## src/rtl/instruction_control_pkg.sv

```systemverilog
// Shared RV32I opcode constants, ALU operation codes and the decoded control bundle
// used by the instruction decoder and its output register stage.
package instruction_control_pkg;

   localparam logic [6:0] OP_R_TYPE = 7'b0110011;
   localparam logic [6:0] OP_I_ALU  = 7'b0010011;
   localparam logic [6:0] OP_LOAD   = 7'b0000011;
   localparam logic [6:0] OP_STORE  = 7'b0100011;
   localparam logic [6:0] OP_BRANCH = 7'b1100011;
   localparam logic [6:0] OP_JAL    = 7'b1101111;
   localparam logic [6:0] OP_JALR   = 7'b1100111;
   localparam logic [6:0] OP_LUI    = 7'b0110111;
   localparam logic [6:0] OP_AUIPC  = 7'b0010111;

   localparam logic [3:0] ALU_ADD    = 4'b0000;
   localparam logic [3:0] ALU_SUB    = 4'b0001;
   localparam logic [3:0] ALU_AND    = 4'b0010;
   localparam logic [3:0] ALU_OR     = 4'b0011;
   localparam logic [3:0] ALU_XOR    = 4'b0100;
   localparam logic [3:0] ALU_SLL    = 4'b0101;
   localparam logic [3:0] ALU_SRL    = 4'b0110;
   localparam logic [3:0] ALU_SRA    = 4'b0111;
   localparam logic [3:0] ALU_SLT    = 4'b1000;
   localparam logic [3:0] ALU_SLTU   = 4'b1001;
   localparam logic [3:0] ALU_PASS_B = 4'b1010;

   typedef struct packed {
      logic       branch;
      logic       nbranch;
      logic       branch_lt;
      logic       branch_ge;
      logic       branch_ltu;
      logic       branch_geu;
      logic       jal;
      logic       jalr;
      logic       mem_read;
      logic       mem_write;
      logic       io_read;
      logic       io_write;
      logic       memorio_to_reg;
      logic [3:0] alu_op;
      logic       alu_src;
      logic       reg_write;
      logic       sftmd;
   } ctrl_t;

   // alt selects SUB over ADD and SRA over SRL; callers only pass alt=1 where that is legal.
   function automatic logic [3:0] alu_from_funct3(input logic [2:0] funct3, input logic alt);
      logic [3:0] op;
      case (funct3)
         3'b000:  op = alt ? ALU_SUB : ALU_ADD;
         3'b001:  op = ALU_SLL;
         3'b010:  op = ALU_SLT;
         3'b011:  op = ALU_SLTU;
         3'b100:  op = ALU_XOR;
         3'b101:  op = alt ? ALU_SRA : ALU_SRL;
         3'b110:  op = ALU_OR;
         default: op = ALU_AND;
      endcase
      return op;
   endfunction

endpackage

```

## src/rtl/instruction_control_decode_core.sv

```systemverilog
// Purely combinational RV32I control decode; illegal encodings collapse to an all-zero bundle.
module ic_decode_core
   import instruction_control_pkg::*;
#(
   parameter logic [21:0] IO_HIGH = 22'h3FFFFF
) (
   input  logic [31:0] instruction,
   input  logic [21:0] alu_result_high,
   output ctrl_t       ctrl
);

   logic [6:0] opcode;
   logic [2:0] funct3;
   logic [6:0] funct7;
   logic       io_space;
   logic       is_shift;
   logic       illegal;
   logic       unused_fields;

   assign opcode        = instruction[6:0];
   assign funct3        = instruction[14:12];
   assign funct7        = instruction[31:25];
   assign io_space      = (alu_result_high == IO_HIGH);
   assign is_shift      = (funct3 == 3'b001) || (funct3 == 3'b101);
   assign unused_fields = ^{instruction[24:15], instruction[11:7]};

   always_comb begin
      ctrl    = '0;
      illegal = 1'b0;
      case (opcode)
         OP_R_TYPE: begin
            // funct7 may only be all-zero, or 0100000 on the add/srl slots (sub/sra).
            illegal = !((funct7 == 7'b0000000) ||
                        ((funct7 == 7'b0100000) && ((funct3 == 3'b000) || (funct3 == 3'b101))));
            ctrl.reg_write = 1'b1;
            ctrl.alu_op    = alu_from_funct3(funct3, funct7[5]);
            ctrl.sftmd     = is_shift;
         end
         OP_I_ALU: begin
            ctrl.reg_write = 1'b1;
            ctrl.alu_src   = 1'b1;
            ctrl.alu_op    = alu_from_funct3(funct3, (funct3 == 3'b101) && funct7[5]);
            ctrl.sftmd     = is_shift;
         end
         OP_LOAD: begin
            ctrl.alu_src        = 1'b1;
            ctrl.reg_write      = 1'b1;
            ctrl.memorio_to_reg = 1'b1;
            ctrl.alu_op         = ALU_ADD;
            ctrl.io_read        = io_space;
            ctrl.mem_read       = !io_space;
         end
         OP_STORE: begin
            ctrl.alu_src   = 1'b1;
            ctrl.alu_op    = ALU_ADD;
            ctrl.io_write  = io_space;
            ctrl.mem_write = !io_space;
         end
         OP_BRANCH: begin
            ctrl.alu_op = ALU_SUB;
            case (funct3)
               3'b000:  ctrl.branch     = 1'b1;
               3'b001:  ctrl.nbranch    = 1'b1;
               3'b100:  ctrl.branch_lt  = 1'b1;
               3'b101:  ctrl.branch_ge  = 1'b1;
               3'b110:  ctrl.branch_ltu = 1'b1;
               3'b111:  ctrl.branch_geu = 1'b1;
               default: illegal         = 1'b1;
            endcase
         end
         OP_JAL: begin
            ctrl.jal       = 1'b1;
            ctrl.reg_write = 1'b1;
            ctrl.alu_op    = ALU_ADD;
         end
         OP_JALR: begin
            ctrl.jalr      = 1'b1;
            ctrl.reg_write = 1'b1;
            ctrl.alu_src   = 1'b1;
            ctrl.alu_op    = ALU_ADD;
         end
         OP_LUI: begin
            ctrl.reg_write = 1'b1;
            ctrl.alu_src   = 1'b1;
            ctrl.alu_op    = ALU_PASS_B;
         end
         OP_AUIPC: begin
            ctrl.reg_write = 1'b1;
            ctrl.alu_src   = 1'b1;
            ctrl.alu_op    = ALU_ADD;
         end
         default: illegal = 1'b1;
      endcase
      if (illegal) ctrl = '0;
   end

endmodule

```

## src/rtl/instruction_control.sv

```systemverilog
// RV32I control unit: combinational decode followed by a single register stage,
// so every control output appears one cycle after the instruction is sampled.
module instruction_control
   import instruction_control_pkg::*;
#(
   parameter logic [21:0] IO_HIGH = 22'h3FFFFF
) (
   input  logic        clk,
   input  logic        rst_n,
   input  logic [31:0] instruction,
   input  logic [21:0] Alu_resultHigh,
   output logic        Branch,
   output logic        nBranch,
   output logic        branch_lt,
   output logic        branch_ge,
   output logic        branch_ltu,
   output logic        branch_geu,
   output logic        jal,
   output logic        jalr,
   output logic        MemRead,
   output logic        MemWrite,
   output logic        IORead,
   output logic        IOWrite,
   output logic        MemorIOToReg,
   output logic [3:0]  ALUop,
   output logic        ALUSrc,
   output logic        RegWrite,
   output logic        sftmd
);

   ctrl_t ctrl_d;
   ctrl_t ctrl_q;

   ic_decode_core #(.IO_HIGH(IO_HIGH)) u_decode (
      .instruction     (instruction),
      .alu_result_high (Alu_resultHigh),
      .ctrl            (ctrl_d)
   );

   always_ff @(posedge clk or negedge rst_n) begin
      if (!rst_n) ctrl_q <= '0;
      else        ctrl_q <= ctrl_d;
   end

   assign Branch       = ctrl_q.branch;
   assign nBranch      = ctrl_q.nbranch;
   assign branch_lt    = ctrl_q.branch_lt;
   assign branch_ge    = ctrl_q.branch_ge;
   assign branch_ltu   = ctrl_q.branch_ltu;
   assign branch_geu   = ctrl_q.branch_geu;
   assign jal          = ctrl_q.jal;
   assign jalr         = ctrl_q.jalr;
   assign MemRead      = ctrl_q.mem_read;
   assign MemWrite     = ctrl_q.mem_write;
   assign IORead       = ctrl_q.io_read;
   assign IOWrite      = ctrl_q.io_write;
   assign MemorIOToReg = ctrl_q.memorio_to_reg;
   assign ALUop        = ctrl_q.alu_op;
   assign ALUSrc       = ctrl_q.alu_src;
   assign RegWrite     = ctrl_q.reg_write;
   assign sftmd        = ctrl_q.sftmd;

endmodule

```

## config.mk

```make
export PLATFORM = sky130hd
export DESIGN_NAME = instruction_control
export DESIGN_NICKNAME = d
export VERILOG_FILES = /design/src/rtl/instruction_control_pkg.sv /design/src/rtl/instruction_control_decode_core.sv /design/src/rtl/instruction_control.sv
export SDC_FILE = /design/constraint.sdc
export NUM_CORES = 1
export LEC_CHECK = 0
export CAP_MARGIN = 5
export CORE_MARGIN = 1
export CORE_UTILIZATION = 35
export DETAILED_ROUTE_END_ITERATION = 7
export GPL_TIMING_DRIVEN = 0
export HOLD_SLACK_MARGIN = 0.05
export PLACE_DENSITY = 0.86
export SYNTH_ARGS = -nofsm -noshare
export SYNTH_HDL_FRONTEND = slang
export SYNTH_HIERARCHICAL = 1
export SYNTH_SLANG_ARGS = --single-unit
```

## constraint.sdc

```tcl
create_clock -name clk -period 1.11 [get_ports clk]
set_input_delay 0.1665 -clock clk [delete_from_list [all_inputs] [get_ports clk]]
set_output_delay 0.1665 -clock clk [all_outputs]
set_load 0.1 [all_outputs]
```

Fig. 1: metal 1
Scale bar: 20 um.
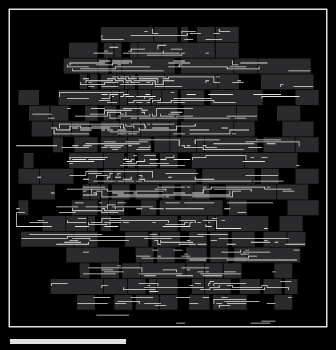
longest straight run	23.5 um
wire length on this layer	1280 um
main direction	horizontal
nets with wire on the layer	174
share of all routed wire	37%
grt met1 use: 29.14%
Total Routed Length: 3466 um

Fig. 2: signal wires on met3
Scale bar: 20 um.
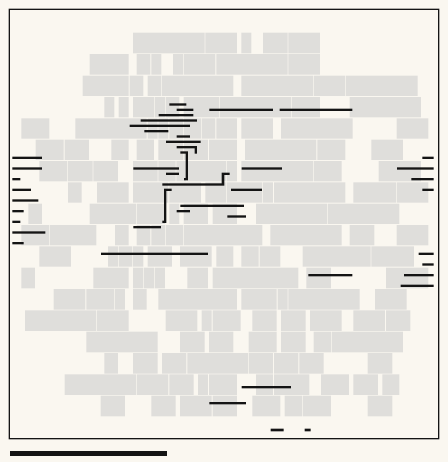
nets with wire on the layer	39
main direction	horizontal

==> flow_summary.ini <==
; implementation run metrics
[status]
status = finished, violations left
violations = negative setup slack

[worst_setup_path]
path_buffers = 1
critPathKind = in -> reg
cp_top_family = simple AND/OR/NAND/NOR gates
cp_max_fo = 2
critPathRequiredTime_ns = 1.31

[cells_and_area]
nFlopsAndLatches = 20
lay_top_cells = dlygate4sd2_1, dfrtp_1, buf_6, clkdlybuf4s50_1, nor2_1
area_share_clock_buf_inv_pct = 2.903
dominant_cells = non-clock buffers
layout-drive-gt1-share_pct = 36.88
n_fill_cell = 183
fin_cells = 190
final_common_cell = dlygate4sd2_1
inverters = 3
combGateArea_um2 = 560.5

[pwr]
power_mw = 1.669
leakagePower_nw = 0.7963
vdd_drop_max_mv = 0.8300
power_density_nw_per_um2 = 921.7

[place]
place_hpwl_um = 2181
routabilityCongestion = 0.7737

[flow_run]
maxCapViolCount = 0
warning_count = 44

[grt]
grtUsageMet3_pct = 3.611
grt_pass1_vias = 1118
track_usage_pct = 26.02
antenna_found_initial = 0
overflow = 0

[logic_synthesis]
ys.flops = 20
synth_cell_types = 32
synth.avg_cell_area_um2 = 10.28
yosysWarnings = 6
yosys-stat-area_um2 = 965.9

[cts]
postCtsHoldBufs = 0

[worst_hold_path]
worstHoldStart = instruction[14]
whs_path_depth = 2

[detailed_routing]
drtPass1Iterations = 4
postRouteAntennaNets = 0

[floorplan]
n_tap_cell = 30

[final_timing]
relSlewSlack_pct = 40.74
finalWorstSetupSlack_ns = -0.07234
setup_tns_ns = -0.2038
setup_viol = 6
maxSlewViolCount = 0
finalCritPeriodShare_pct = 106.5
Fig. 3: the metal 2 layer
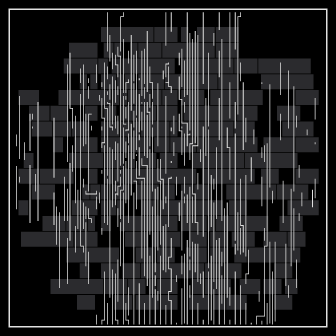
nets with wire on the layer	181
wire length on this layer	1970 um
share of all routed wire	57%
DR vias: 1070
routing usage on met2: 48.78%

metrics by stage:
stage	setup WS [ns]	hold WS (ns)
2_1_floorplan	-0.1919	-0.1291
3_3_place_gp	-0.7167	0.4496
3_5_place_dp	-0.7392	0.4654
4_1_cts	-0.08215	0.1333
5_1_grt	-0.1066	0.1448
6_report	-0.07234	0.1588
kinds of logic after synthesis:
logic type	after synthesis	synth area share, %
AND-OR/OR-AND	13	11.27
XOR/XNOR	1	0.9069
buffers and inverters	7	2.980
flip-flops	20	51.81
AND/OR/NAND/NOR	53	33.03
cell usage after synthesis:
library cell | n | area [um^2]
or4_4 | 1 | 11.26
and4_1 | 1 | 8.760
a21oi_1 | 2 | 10.01
nor2b_1 | 2 | 12.51
a32oi_1 | 1 | 8.760
clkbuf_1 | 2 | 7.510
a2111oi_4 | 1 | 27.53
nor2_1 | 10 | 37.54
o21ai_0 | 4 | 20.02
and3b_1 | 1 | 8.760
buf_2 | 2 | 10.01
nand2_1 | 7 | 26.28
nor4_1 | 4 | 25.02
nand3_1 | 3 | 15.01
and4bb_2 | 1 | 12.51
inv_1 | 3 | 11.26
o2111ai_1 | 1 | 8.760
a21oi_2 | 1 | 8.760
nand4bb_1 | 1 | 11.26
nand4b_1 | 1 | 8.760
nor4_2 | 1 | 12.51
nand4_1 | 5 | 31.28
dfrtp_1 | 20 | 500.5
a211oi_1 | 1 | 7.510
xor2_1 | 1 | 8.760
nor4b_1 | 1 | 8.760
nor3_1 | 7 | 35.03
and2_1 | 2 | 12.51
o31a_1 | 2 | 17.52
nor3_4 | 1 | 16.27
and3_1 | 1 | 6.260
nand2b_1 | 3 | 18.77
where the power goes:
part | internal [mW] | total (mW) | switching, mW
Sequential | 0.732 | 0.735 | 0.00215
Clock | 0.365 | 0.606 | 0.242
Combinational | 0.146 | 0.328 | 0.181
No activity file was given, so power comes from the tool's default toggle rates.
